### Routing congestion map

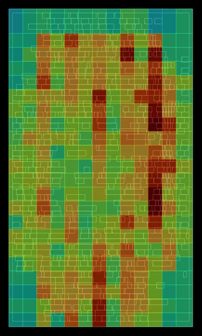
### The metal 1 layer

Scale bar: 20 um. Supply wires on this layer in gray. Cells faint in the background.
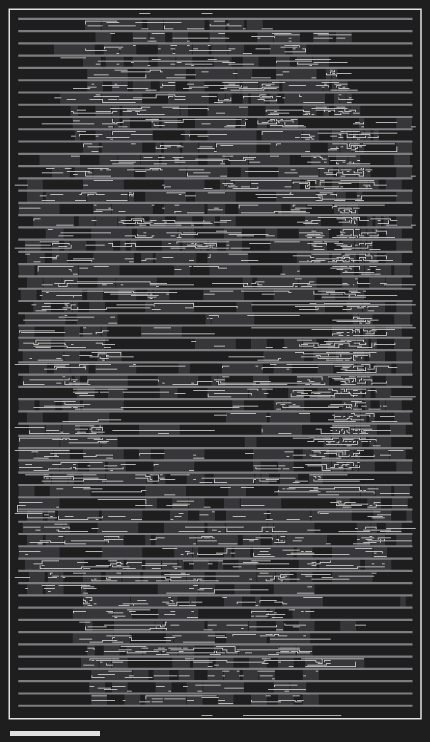
--- config.mk ---
export PLATFORM = sky130hd
export DESIGN_NAME = rf_wb_arbiter
export DESIGN_NICKNAME = d
export VERILOG_FILES = /design/src/rtl/rf_wb_arbiter.sv
export SDC_FILE = /design/constraint.sdc
export NUM_CORES = 1
export LEC_CHECK = 0
export CORE_ASPECT_RATIO = 1.75
export CORE_MARGIN = 1.5
export CORE_UTILIZATION = 40
export DETAILED_ROUTE_END_ITERATION = 7
export PLACE_DENSITY = 0.69
export SYNTH_ARGS = -nofsm -noshare
export SYNTH_HDL_FRONTEND = slang
export SYNTH_SLANG_ARGS = --single-unit
--- constraint.sdc ---
create_clock -name CLK -period 5.4 [get_ports CLK]
set_clock_uncertainty 0.1 [all_clocks]
set_input_delay 0.81 -clock CLK [delete_from_list [all_inputs] [get_ports CLK]]
set_output_delay 0.81 -clock CLK [all_outputs]
set_load 0.005 [all_outputs]
--- src/rtl/rf_wb_arbiter.sv ---
// Write-back arbiter: two one-entry request buffers (ALU, load) feeding the register file's
// single registered write port, plus a pending-write mask for decode. RF_WB_RR_EN selects round-robin.
module rf_wb_arbiter #(
    parameter int DW = 32,
    parameter int AW = 5
) (
    input  logic                 CLK,
    input  logic                 RSTn,
    input  logic                 alu_valid,
    input  logic [AW-1:0]        alu_rd,
    input  logic [DW-1:0]        alu_data,
    output logic                 alu_ready,
    input  logic                 mem_valid,
    input  logic [AW-1:0]        mem_rd,
    input  logic [DW-1:0]        mem_data,
    output logic                 mem_ready,
    output logic                 WrEn,
    output logic [AW-1:0]        Rw,
    output logic [DW-1:0]        busW,
    output logic [(1<<AW)-1:0]   pend_mask,
    output logic                 busy
);

    localparam int NR = 1 << AW;

    logic          alu_full_q, alu_full_d;
    logic [AW-1:0] alu_rd_q,   alu_rd_d;
    logic [DW-1:0] alu_data_q, alu_data_d;
    logic          mem_full_q, mem_full_d;
    logic [AW-1:0] mem_rd_q,   mem_rd_d;
    logic [DW-1:0] mem_data_q, mem_data_d;
    logic          wr_en_q,    wr_en_d;
    logic [AW-1:0] rw_q,       rw_d;
    logic [DW-1:0] busw_q,     busw_d;

    logic grant_alu, grant_mem, mem_wins;
    logic alu_acc, mem_acc;

`ifdef RF_WB_RR_EN
    logic last_alu_q, last_alu_d;

    // MEM wins a contended grant whenever ALU was the last one served.
    assign mem_wins = last_alu_q;

    always_comb begin
        last_alu_d = last_alu_q;
        if (grant_mem) begin
            last_alu_d = 1'b0;
        end else if (grant_alu) begin
            last_alu_d = 1'b1;
        end
    end
`else
    assign mem_wins = 1'b1;
`endif

    // Grant looks only at buffer state, never at the valid inputs, so ready has no path from valid.
    assign grant_mem = mem_full_q && (!alu_full_q || mem_wins);
    assign grant_alu = alu_full_q && !grant_mem;

    assign alu_ready = !alu_full_q || grant_alu;
    assign mem_ready = !mem_full_q || grant_mem;
    assign alu_acc   = alu_valid && alu_ready;
    assign mem_acc   = mem_valid && mem_ready;

    always_comb begin
        // NOTE: every always_comb output gets a default first so no path leaves it unassigned (no latch).
        alu_full_d = alu_full_q;
        alu_rd_d   = alu_rd_q;
        alu_data_d = alu_data_q;
        mem_full_d = mem_full_q;
        mem_rd_d   = mem_rd_q;
        mem_data_d = mem_data_q;

        // An accept without a grant implies the buffer was empty, so clearing on grant alone covers x0 accepts.
        if (alu_acc && alu_rd != '0) begin
            alu_full_d = 1'b1;
            alu_rd_d   = alu_rd;
            alu_data_d = alu_data;
        end else if (grant_alu) begin
            alu_full_d = 1'b0;
        end

        if (mem_acc && mem_rd != '0) begin
            mem_full_d = 1'b1;
            mem_rd_d   = mem_rd;
            mem_data_d = mem_data;
        end else if (grant_mem) begin
            mem_full_d = 1'b0;
        end
    end

    always_comb begin
        wr_en_d = grant_alu || grant_mem;
        rw_d    = rw_q;
        busw_d  = busw_q;
        if (grant_mem) begin
            rw_d   = mem_rd_q;
            busw_d = mem_data_q;
        end else if (grant_alu) begin
            rw_d   = alu_rd_q;
            busw_d = alu_data_q;
        end
    end

    always_ff @(posedge CLK or negedge RSTn) begin
        if (!RSTn) begin
            alu_full_q <= 1'b0;
            alu_rd_q   <= '0;
            alu_data_q <= '0;
            mem_full_q <= 1'b0;
            mem_rd_q   <= '0;
            mem_data_q <= '0;
            wr_en_q    <= 1'b0;
            rw_q       <= '0;
            busw_q     <= '0;
`ifdef RF_WB_RR_EN
            last_alu_q <= 1'b1;
`endif
        end else begin
            // NOTE: state flops use non-blocking assignments so every flop samples pre-edge values.
            alu_full_q <= alu_full_d;
            alu_rd_q   <= alu_rd_d;
            alu_data_q <= alu_data_d;
            mem_full_q <= mem_full_d;
            mem_rd_q   <= mem_rd_d;
            mem_data_q <= mem_data_d;
            wr_en_q    <= wr_en_d;
            rw_q       <= rw_d;
            busw_q     <= busw_d;
`ifdef RF_WB_RR_EN
            last_alu_q <= last_alu_d;
`endif
        end
    end

    always_comb begin
        pend_mask = '0;
        for (int r = 1; r < NR; r++) begin
            pend_mask[r] = (alu_full_q && alu_rd_q == AW'(r)) ||
                           (mem_full_q && mem_rd_q == AW'(r)) ||
                           (wr_en_q    && rw_q     == AW'(r));
        end
    end

    assign WrEn = wr_en_q;
    assign Rw   = rw_q;
    assign busW = busw_q;
    assign busy = alu_full_q || mem_full_q || wr_en_q;

endmodule

==> impl_metrics.ini <==
; yosys + openroad results
[synthesis]
yosysTopAreaCell = dfrtp_1
synth_area_sq_um = 5420
floorplan.nets = 552
syn_area_per_cell_sq_um = 11.4
synthAdderAreaFrac_pct = 0
netlist_instances = 474
yosys.area_share.aoi_pct = 10.3
synth_top_cell_by_count = dfrtp_1
logic_family = multiplexers
ff_type = dfrtp_1
common_cells = dfrtp_1, nand2_1, mux2_2
ys_chip_area_sq_um = 5420
synth-simple-area-share_pct = 12.7
synth_flops = 114
xor_area_share_pct = 0
synth.distinct_cells = 30
synth_top_area_share_pct = 52.6
synth-warning-count = 0
async_flop_share_pct = 100
area_leaders = dfrtp_1, mux2_2, nand2_1, mux2i_1, o21ai_0

[critical_path]
cp_slowest_stage_delay_ns = 0.91
cp_cell_sequence = nor4bb_1 -> a22oi_1 -> nand2_1 -> clkdlybuf4s50_1
reg2regPathDepth = 4
path_delay_family = flip-flops
critPathBufInv = 1
critPathSlowestCell = dfrtp_2
worstSetupPathType = flop to primary output
start_kind = flop
cp.required_ns = 4.49

[placement]
dp.cells = 765
gp_congestion = 0.988
pre_cts_ws_ns = 1.95
hpwl_mm = 10.1
numPortBuffers = 148
dpl_cell_area_sq_um = 6980

[floorplan]
core-area_sq_um = 13300
io_pins = 151
die_w_um = 91.0
dieArea_sq_um = 14300
fp_util_pct = 40.7

[grt]
grt_pass1_vias = 4633
grt_pass1_wl_mm = 22.8
grt_max_degree = 60

[cts]
clkLatencyLatePin_ns = 0.40
cts_buffer_depth = 2
cts_sinks = 114

[power]
clkPwrFrac_pct = 39.9
comb_power_share_pct = 18.5
ir_worst_vdd_v = 0.000203
p_int_w = 0.00193
p_seq_share_pct = 41.6

[sta]
fmax_mhz = 272
tightest_slew_ns = 1.15
max-slew-margin-rel_pct = 22.9
fin_ws_ns = 1.73

[cells_and_area]
fillCellCount = 1136
logic_area_sq_um = 2390
final_area_sq_um = 7540

[hold_path]
hold_class = input pin to asynchronous set/reset pin

[run_status]
status = finished, final reports clean

[flow_run]
warning_count = 26
About 'Routing congestion map':
GRT Overall Usage: 20.4%
drt wl/cell: 17.7 um
grt met2 use: 38.4%
GR Util met3: 4.30%

About 'The metal 1 layer':
- wire length on this layer: 5,160 um
- nets with wire on the layer: 599
- share of all routed wire: 37%
- main direction: horizontal
GR Layer Usage met1: 21.0%
Total Wirelength: 14.1 mm
DR vias: 4,240

-- registers in the layout, summed over array words and instances (netlist names) --
name / flops
Rw: 5
WrEn: 1
alu_data_q: 32
alu_full_q: 1
alu_rd_q: 5
busW: 32
grant_mem: 1
mem_data_q: 32
mem_rd_q: 5
-- layer usage --
layer	global-route usage [%]	routed length (um)	part of all wire [%]
met5	0	0	0
met4	9.82	320	2.3
met3	4.30	580	4.1
met2	38.4	8030	57
met1	21.0	5160	37
-- worst paths after layout --
kind	from	endpoint	slack (ns)
max	grant_mem	pend_mask[10]	1.73
min	RSTn	busW[22]	0.37
max reg2reg	alu_full_q	alu_data_q[20]	2.43
min reg2reg	mem_data_q[28]	busW[28]	0.38
max in group asynchronous	RSTn	alu_data_q[2]	3.63
min in group CLK	mem_data_q[28]	busW[28]	0.38
-- stage by stage --
stage / total power (W) / util [%]
2_1_floorplan: 0.00130 / -
6_report: 0.00260 / 56.6
5_1_grt: 0.00272 / 56.6
3_3_place_gp: 0.00156 / 52.4
3_5_place_dp: 0.00158 / 52.4
4_1_cts: 0.00263 / 56.6
-- cells in the final DEF (no fill, tap or decap), drive strengths merged, types with 2 or more instances in the layout --
cell | netlist | layout
or2 | 2 | 2
nor2b | 8 | 8
mux2i | 34 | 34
dfrtp | 114 | 114
and2 | 2 | 2
or3 | 2 | 2
inv | 5 | 5
nor2 | 4 | 4
a32oi | 8 | 8
and4b | 9 | 9
a222oi | 4 | 4
a22oi | 19 | 19
clkbuf | 18 | 22
nand2 | 91 | 91
a22o | 10 | 10
nor4b | 3 | 3
conb | 2 | 2
mux2 | 70 | 70
and4 | 3 | 3
buf | 16 | 4
clkdlybuf4s50 | 0 | 147
o21ai | 37 | 37
clkinvlp | 0 | 5
clkinv | 0 | 3
nor4bb | 9 | 9
-- power by group through the flow --
stage          Combinational (W)  Sequential (W)  Clock [W]
2_1_floorplan           0.000252         0.00105          0
3_3_place_gp            0.000472         0.00109          0
3_5_place_dp            0.000485         0.00109          0
4_1_cts                 0.000487         0.00108    0.00106
5_1_grt                 0.000526         0.00110    0.00110
6_report                0.000481         0.00108    0.00104
-- logic make-up (layout without fill, tap and decap cells) --
kind of cell	after synthesis	count (layout)
other cells	2	2
simple gates	134	134
flops	114	114
mux	104	104
compound gates	81	81
buf+inv	39	187
-- layout make-up --
cell class              instances  area share (%)
well taps                     174            2.89
inverters                       5           0.249
clock inverters                 9            1.10
repair buffers                151            19.9
clock buffers                  22            6.29
multi-input cells             321            31.7
flip-flops and latches        114            37.9
Power is estimated from default activity; no workload was simulated.
